**src/rtl/sram_pkg.sv**
```systemverilog
// rtl/sram_pkg.sv - shared defaults and types for the sdp_array read path
package sram_pkg;

  localparam int SDP_WIDTH_DEF = 32;
  localparam int DEPTH_DEF     = 2048;
  localparam int WIDTH_DEF     = 96 * 8;
  localparam int ADDR_BITS_DEF = $clog2(DEPTH_DEF);

  typedef logic [ADDR_BITS_DEF-1:0] sram_addr_t;

  typedef struct packed {
    logic [WIDTH_DEF-1:0] data;
    logic                 last;
  } rd_beat_t;

endpackage

```
**src/rtl/skid_fifo.sv**
```systemverilog
// rtl/skid_fifo.sv - small register FIFO with registered empty/full flags
module skid_fifo #(
  parameter type T     = logic,
  parameter int  DEPTH = 2
) (
  input  logic clk_i,
  input  logic rstn_i,
  input  logic push_i,
  input  T     data_i,
  input  logic pop_i,
  output T     data_o,
  output logic empty_o,
  output logic full_o
);

  localparam int PW = (DEPTH > 1) ? $clog2(DEPTH) : 1;
  localparam int CW = $clog2(DEPTH + 1);

  T              mem_q [DEPTH];
  logic [PW-1:0] wr_ptr_q, rd_ptr_q;
  logic [CW-1:0] count_q, count_d;
  logic          empty_q, full_q;
  logic          do_push, do_pop;

  function automatic logic [PW-1:0] bump(input logic [PW-1:0] p);
    return (p == PW'(DEPTH - 1)) ? '0 : p + 1'b1;
  endfunction

  assign do_pop  = pop_i & ~empty_q;
  // A full FIFO may still accept a push in the same cycle it pops.
  assign do_push = push_i & (~full_q | do_pop);

  always_comb begin
    count_d = count_q;
    if (do_push && !do_pop) begin
      count_d = count_q + 1'b1;
    end else if (do_pop && !do_push) begin
      count_d = count_q - 1'b1;
    end
  end

  always_ff @(posedge clk_i or negedge rstn_i) begin
    if (!rstn_i) begin
      for (int i = 0; i < DEPTH; i++) begin
        mem_q[i] <= '0;
      end
      wr_ptr_q <= '0;
      rd_ptr_q <= '0;
      count_q  <= '0;
      empty_q  <= 1'b1;
      full_q   <= 1'b0;
    end else begin
      if (do_push) begin
        mem_q[wr_ptr_q] <= data_i;
        wr_ptr_q        <= bump(wr_ptr_q);
      end
      if (do_pop) begin
        rd_ptr_q <= bump(rd_ptr_q);
      end
      count_q <= count_d;
      empty_q <= (count_d == '0);
      full_q  <= (count_d == CW'(DEPTH));
    end
  end

  assign data_o  = mem_q[rd_ptr_q];
  assign empty_o = empty_q;
  assign full_o  = full_q;

endmodule

```
**src/rtl/sdp_stream_reader.sv**
```systemverilog
// rtl/sdp_stream_reader.sv - command-driven port-B reader of sdp_array with credit-gated stream output
module sdp_stream_reader
  import sram_pkg::*;
#(
  parameter  int WIDTH      = WIDTH_DEF,
  parameter  int DEPTH      = DEPTH_DEF,
  parameter  int SDP_WIDTH  = SDP_WIDTH_DEF,
  localparam int BITS_DEPTH = $clog2(DEPTH)
) (
  input  logic                  clk,
  input  logic                  rstn,
  input  logic                  cmd_valid,
  output logic                  cmd_ready,
  input  logic [BITS_DEPTH-1:0] cmd_addr,
  input  logic [BITS_DEPTH-1:0] cmd_len,
  output logic                  enb,
  output logic [BITS_DEPTH-1:0] addrb,
  input  logic [WIDTH-1:0]      doutb,
  output logic                  m_valid,
  input  logic                  m_ready,
  output logic [WIDTH-1:0]      m_data,
  output logic                  m_last
);

  localparam int FIFO_DEPTH = 2;

  localparam logic [0:0] ST_IDLE = 1'b0;
  localparam logic [0:0] ST_READ = 1'b1;

  if (WIDTH % SDP_WIDTH != 0) begin : g_bad_width
    $error("sdp_stream_reader: WIDTH must be a multiple of SDP_WIDTH");
  end

  typedef struct packed {
    logic [WIDTH-1:0] data;
    logic             last;
  } beat_t;

  logic [0:0]            state_q, state_d;
  logic [BITS_DEPTH-1:0] rd_addr_q, rd_addr_d;
  logic [BITS_DEPTH-1:0] rem_q, rem_d;
  logic [1:0]            credits_q, credits_d;
  logic [1:0]            cred_after;
  logic                  pending_push_q, pending_last_q;
  logic                  issue, pop;
  logic                  fifo_empty, fifo_full;
  beat_t                 capture, head;

  assign pop        = m_valid & m_ready;
  // Credits cover both the read in flight and beats held in the FIFO.
  assign cred_after = credits_q - {1'b0, pop};
  assign issue      = (state_q == ST_READ) && (cred_after < 2'(FIFO_DEPTH));

  assign cmd_ready = (state_q == ST_IDLE);
  assign enb       = issue;
  assign addrb     = rd_addr_q;

  always_comb begin
    state_d   = state_q;
    rd_addr_d = rd_addr_q;
    rem_d     = rem_q;
    credits_d = credits_q + {1'b0, issue} - {1'b0, pop};
    if (state_q == ST_IDLE) begin
      if (cmd_valid) begin
        rd_addr_d = cmd_addr;
        rem_d     = cmd_len;
        state_d   = ST_READ;
      end
    end else if (issue) begin
      rd_addr_d = (rd_addr_q == BITS_DEPTH'(DEPTH - 1)) ? '0 : rd_addr_q + 1'b1;
      if (rem_q == '0) begin
        state_d = ST_IDLE;
      end else begin
        rem_d = rem_q - 1'b1;
      end
    end
  end

  always_ff @(posedge clk or negedge rstn) begin
    if (!rstn) begin
      state_q        <= ST_IDLE;
      rd_addr_q      <= '0;
      rem_q          <= '0;
      credits_q      <= '0;
      pending_push_q <= 1'b0;
      pending_last_q <= 1'b0;
    end else begin
      state_q        <= state_d;
      rd_addr_q      <= rd_addr_d;
      rem_q          <= rem_d;
      credits_q      <= credits_d;
      pending_push_q <= issue;
      pending_last_q <= issue & (rem_q == '0);
    end
  end

  assign capture = '{data: doutb, last: pending_last_q};

  skid_fifo #(
    .T     (beat_t),
    .DEPTH (FIFO_DEPTH)
  ) u_fifo (
    .clk_i   (clk),
    .rstn_i  (rstn),
    .push_i  (pending_push_q),
    .data_i  (capture),
    .pop_i   (pop),
    .data_o  (head),
    .empty_o (fifo_empty),
    .full_o  (fifo_full)
  );

  // The credit limit means a capture never lands on a full FIFO that is not draining.
  always_ff @(posedge clk) begin
    if (rstn) begin
      assert (!(pending_push_q && fifo_full && !pop));
    end
  end

  assign m_valid = ~fifo_empty;
  assign m_data  = head.data;
  assign m_last  = head.last;

endmodule

```
**config.mk**
```make
export PLATFORM = sky130hd
export DESIGN_NAME = sdp_stream_reader
export DESIGN_NICKNAME = d
export VERILOG_FILES = /design/src/rtl/sram_pkg.sv /design/src/rtl/skid_fifo.sv /design/src/rtl/sdp_stream_reader.sv
export SDC_FILE = /design/constraint.sdc
export NUM_CORES = 2
export LEC_CHECK = 0
export CAP_MARGIN = 20
export CORE_AREA = 2 2 609 611
export DETAILED_ROUTE_END_ITERATION = 7
export DIE_AREA = 0 0 611 613
export PLACE_DENSITY = 0.48
export SYNTH_ARGS = -nofsm -noshare
export SYNTH_HDL_FRONTEND = slang
export SYNTH_HIERARCHICAL = 1
export SYNTH_SLANG_ARGS = --single-unit
```
**constraint.sdc**
```tcl
create_clock -name clk -period 2.28 [get_ports clk]
set_input_delay 0.456 -clock clk [delete_from_list [all_inputs] [get_ports clk]]
set_output_delay 0.456 -clock clk [all_outputs]
set_load 0.05 [all_outputs]
```
==> images/ff_map.png <==
(1 px per um) Other sequential cells in the stronger grey, the rest of the logic in the fainter grey.
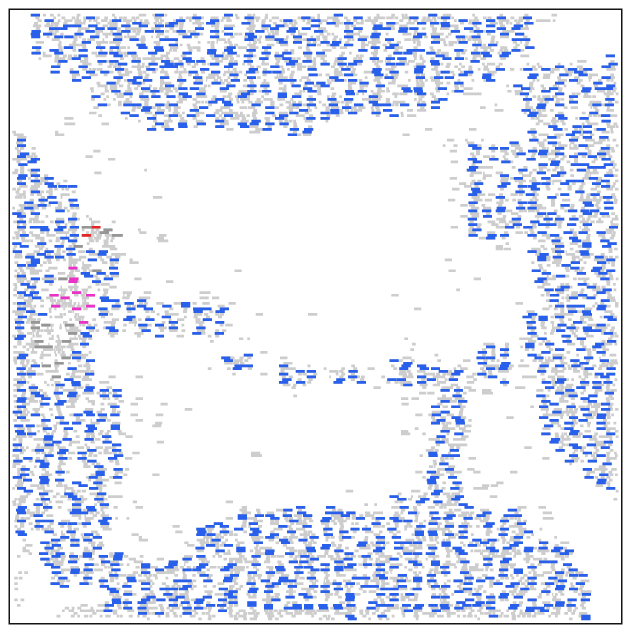
| colour | name in the netlist | sequential cells |
|---|---|---|
| magenta | rem_q | 11 |
| red | u_fifo/count_q | 2 |
| blue | u_fifo/mem_q | 1538 |
not coloured: 20
final core occ: 0.273
Seq area share: 0.392
register area: 0.0393 sq mm

==> images/placed.png <==
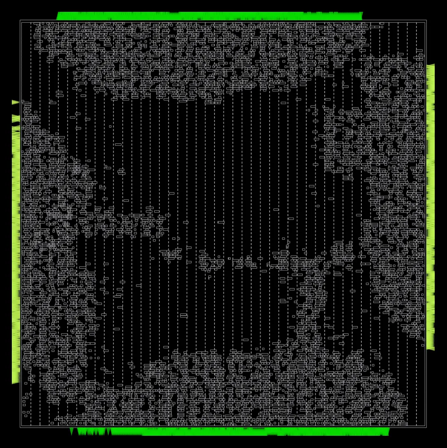
number of sequential cells: 1571
standard cell core area: 0.368 sq mm
Row Count: 223

==> images/class_map.png <==
(1 px per um)
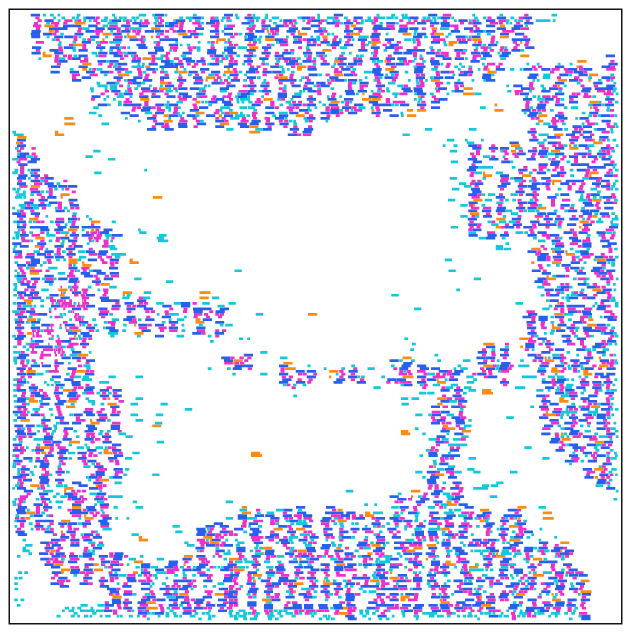
| colour | class | cells |
|---|---|---|
| blue | registers | 1571 |
| cyan | remaining buffers and delay cells | 1908 |
| magenta | remaining logic cells | 2486 |
| orange | clock drivers and dummy loads | 353 |
Layout Cell Area excl Fill: 0.100 sq mm

==> impl_results.html <==
<h3>Flow metrics</h3>
<table>
<tr><th>Metric</th><th>Value</th></tr>
<tr><th colspan="2">Outcome</th></tr>
<tr><td>Status</td><td>complete, but fails checks</td></tr>
<tr><td>Violations in the final reports</td><td>setup timing</td></tr>
<tr><th colspan="2">Route</th></tr>
<tr><td>Routed length on met1</td><td>111000 um</td></tr>
<tr><td>Met2 wire len</td><td>146000 um</td></tr>
<tr><td>Violation count after the first detailed-route iteration</td><td>1806</td></tr>
<tr><td>Topmost layer with routed signal wires</td><td>met5</td></tr>
<tr><td>Met3 layer wire length in the routed design</td><td>19800 um</td></tr>
<tr><th colspan="2">Global routing</th></tr>
<tr><td>Met3 Usage GRT</td><td>0.0475</td></tr>
<tr><td>Global-route wire length before repair</td><td>396000 um</td></tr>
<tr><td>Total global routing track utilization</td><td>0.149</td></tr>
<tr><td>Remaining global-route overflow</td><td>0</td></tr>
<tr><th colspan="2">Final layout</th></tr>
<tr><td>Layout cell share with drive strength beyond 1</td><td>0.434</td></tr>
<tr><td># nets final</td><td>6959</td></tr>
<tr><td>Buffering overhead</td><td>0.206</td></tr>
<tr><td>Combinational cell area excluding buffers and inverters</td><td>0.0276 sq mm</td></tr>
<tr><td>Non-Clock Inverter Count</td><td>11</td></tr>
<tr><td>Number of clock-tree buffers in the layout</td><td>286</td></tr>
<tr><td>Non-clk bufs</td><td>1908</td></tr>
<tr><th colspan="2">CTS</th></tr>
<tr><td>CTS buffer count</td><td>194</td></tr>
<tr><td>Quantity of hold-fixing buffers added after cts</td><td>1</td></tr>
<tr><td>Number of gates resized after CTS</td><td>172</td></tr>
<tr><td>Post-CTS setup buffer count</td><td>15</td></tr>
<tr><th colspan="2">Yosys</th></tr>
<tr><td>Synthesized cell area</td><td>0.0685 sq mm</td></tr>
<tr><td>Synthesis warning total</td><td>6</td></tr>
<tr><td>Syn_nets</td><td>5121</td></tr>
<tr><td>Number of flops mapped to enable cells by yosys</td><td>0</td></tr>
<tr><td>Leading post-synthesis cells by instance count</td><td>1570 x dfrtp_1, 1307 x mux2_2, 1000 x mux2_1</td></tr>
<tr><td>Cell types occupying the most area after synthesis</td><td>dfrtp_1 57%, mux2_2 21%, mux2_1 16%</td></tr>
<tr><td>Compound Share, Synth</td><td>0.00670</td></tr>
<tr><td>Post-synthesis simple-gate area fraction</td><td>0.00679</td></tr>
<tr><td>Dominant cell type by area after synthesis</td><td>dfrtp_1</td></tr>
<tr><td>Yosys cell count</td><td>4323</td></tr>
<tr><td>Mux contribution to synthesized area</td><td>0.380</td></tr>
<tr><td>Post-synthesis adder-cell area fraction</td><td>0.000731</td></tr>
<tr><th colspan="2">Job</th></tr>
<tr><td>Max Cap Violations</td><td>0</td></tr>
<tr><th colspan="2">STA</th></tr>
<tr><td>Max Clock Freq</td><td>328 MHz</td></tr>
<tr><td>Final tally of hold violations</td><td>0</td></tr>
<tr><td>Crit path setup slack, layout</td><td>-0.768 ns</td></tr>
<tr><td>Final-report setup violation count</td><td>~790</td></tr>
<tr><td>Post-route setup TNS</td><td>-515.37 ns</td></tr>
<tr><td>Final min period</td><td>roughly 3.0 ns</td></tr>
<tr><th colspan="2">Floorplan</th></tr>
<tr><td>Floorplan die width</td><td>611 um</td></tr>
<tr><td>Vertical die dimension</td><td>roughly 610 um</td></tr>
<tr><th colspan="2">Setup path</th></tr>
<tr><td>Slowest stage delay, CP</td><td>0.49 ns</td></tr>
<tr><td>Nature of the critical path startpoint</td><td>register</td></tr>
<tr><td>Number of cells on the critical path</td><td>5</td></tr>
<tr><td>Origin of the critical flop-to-flop path</td><td>u_fifo/empty_o$_DFF_PN1_</td></tr>
<tr><td>Data required, critical path</td><td>1.82 ns</td></tr>
<tr><td>Cell count of the worst reg-to-reg path</td><td>7</td></tr>
<tr><td>Arrival time reported for the critical path endpoint</td><td>2.59 ns</td></tr>
<tr><td>Buf/Inv on CP</td><td>4</td></tr>
<tr><td>Worst setup slack for register-to-register paths</td><td>-0.03 ns</td></tr>
<tr><td>CP Launch Point</td><td>u_fifo/rd_ptr_q$_DFFE_PN0P_</td></tr>
<tr><th colspan="2">Place</th></tr>
<tr><td>Placer congestion estimate</td><td>around 0.83</td></tr>
</table>
==> images/port_trees.png <==
(1 px per um)
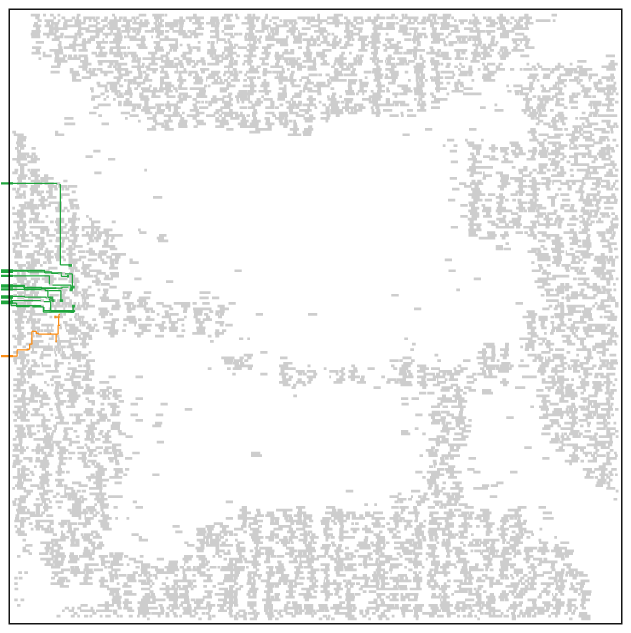
| colour | port | bits | direction | edge | end cells | buffers | wire |
|---|---|---|---|---|---|---|---|
| orange | cmd_ready | 1 | output | west | 1 | 1 | 112 um |
| green | cmd_len | 11 | input | west | 11 | 11 | 769 um |
quantity of I/O buffers inserted on ports: 1576
Ports: 1577

==> images/clock_wires.png <==
(1 px per um)
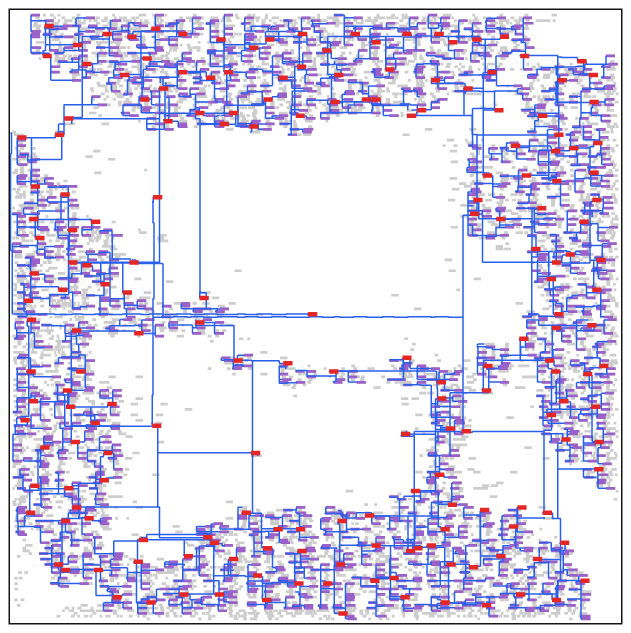
[red] clock-net drivers | count: 194
[blue] clock wires | length: 25.8 mm
[purple] flip-flops | count: 1571
flops lie: widely spread

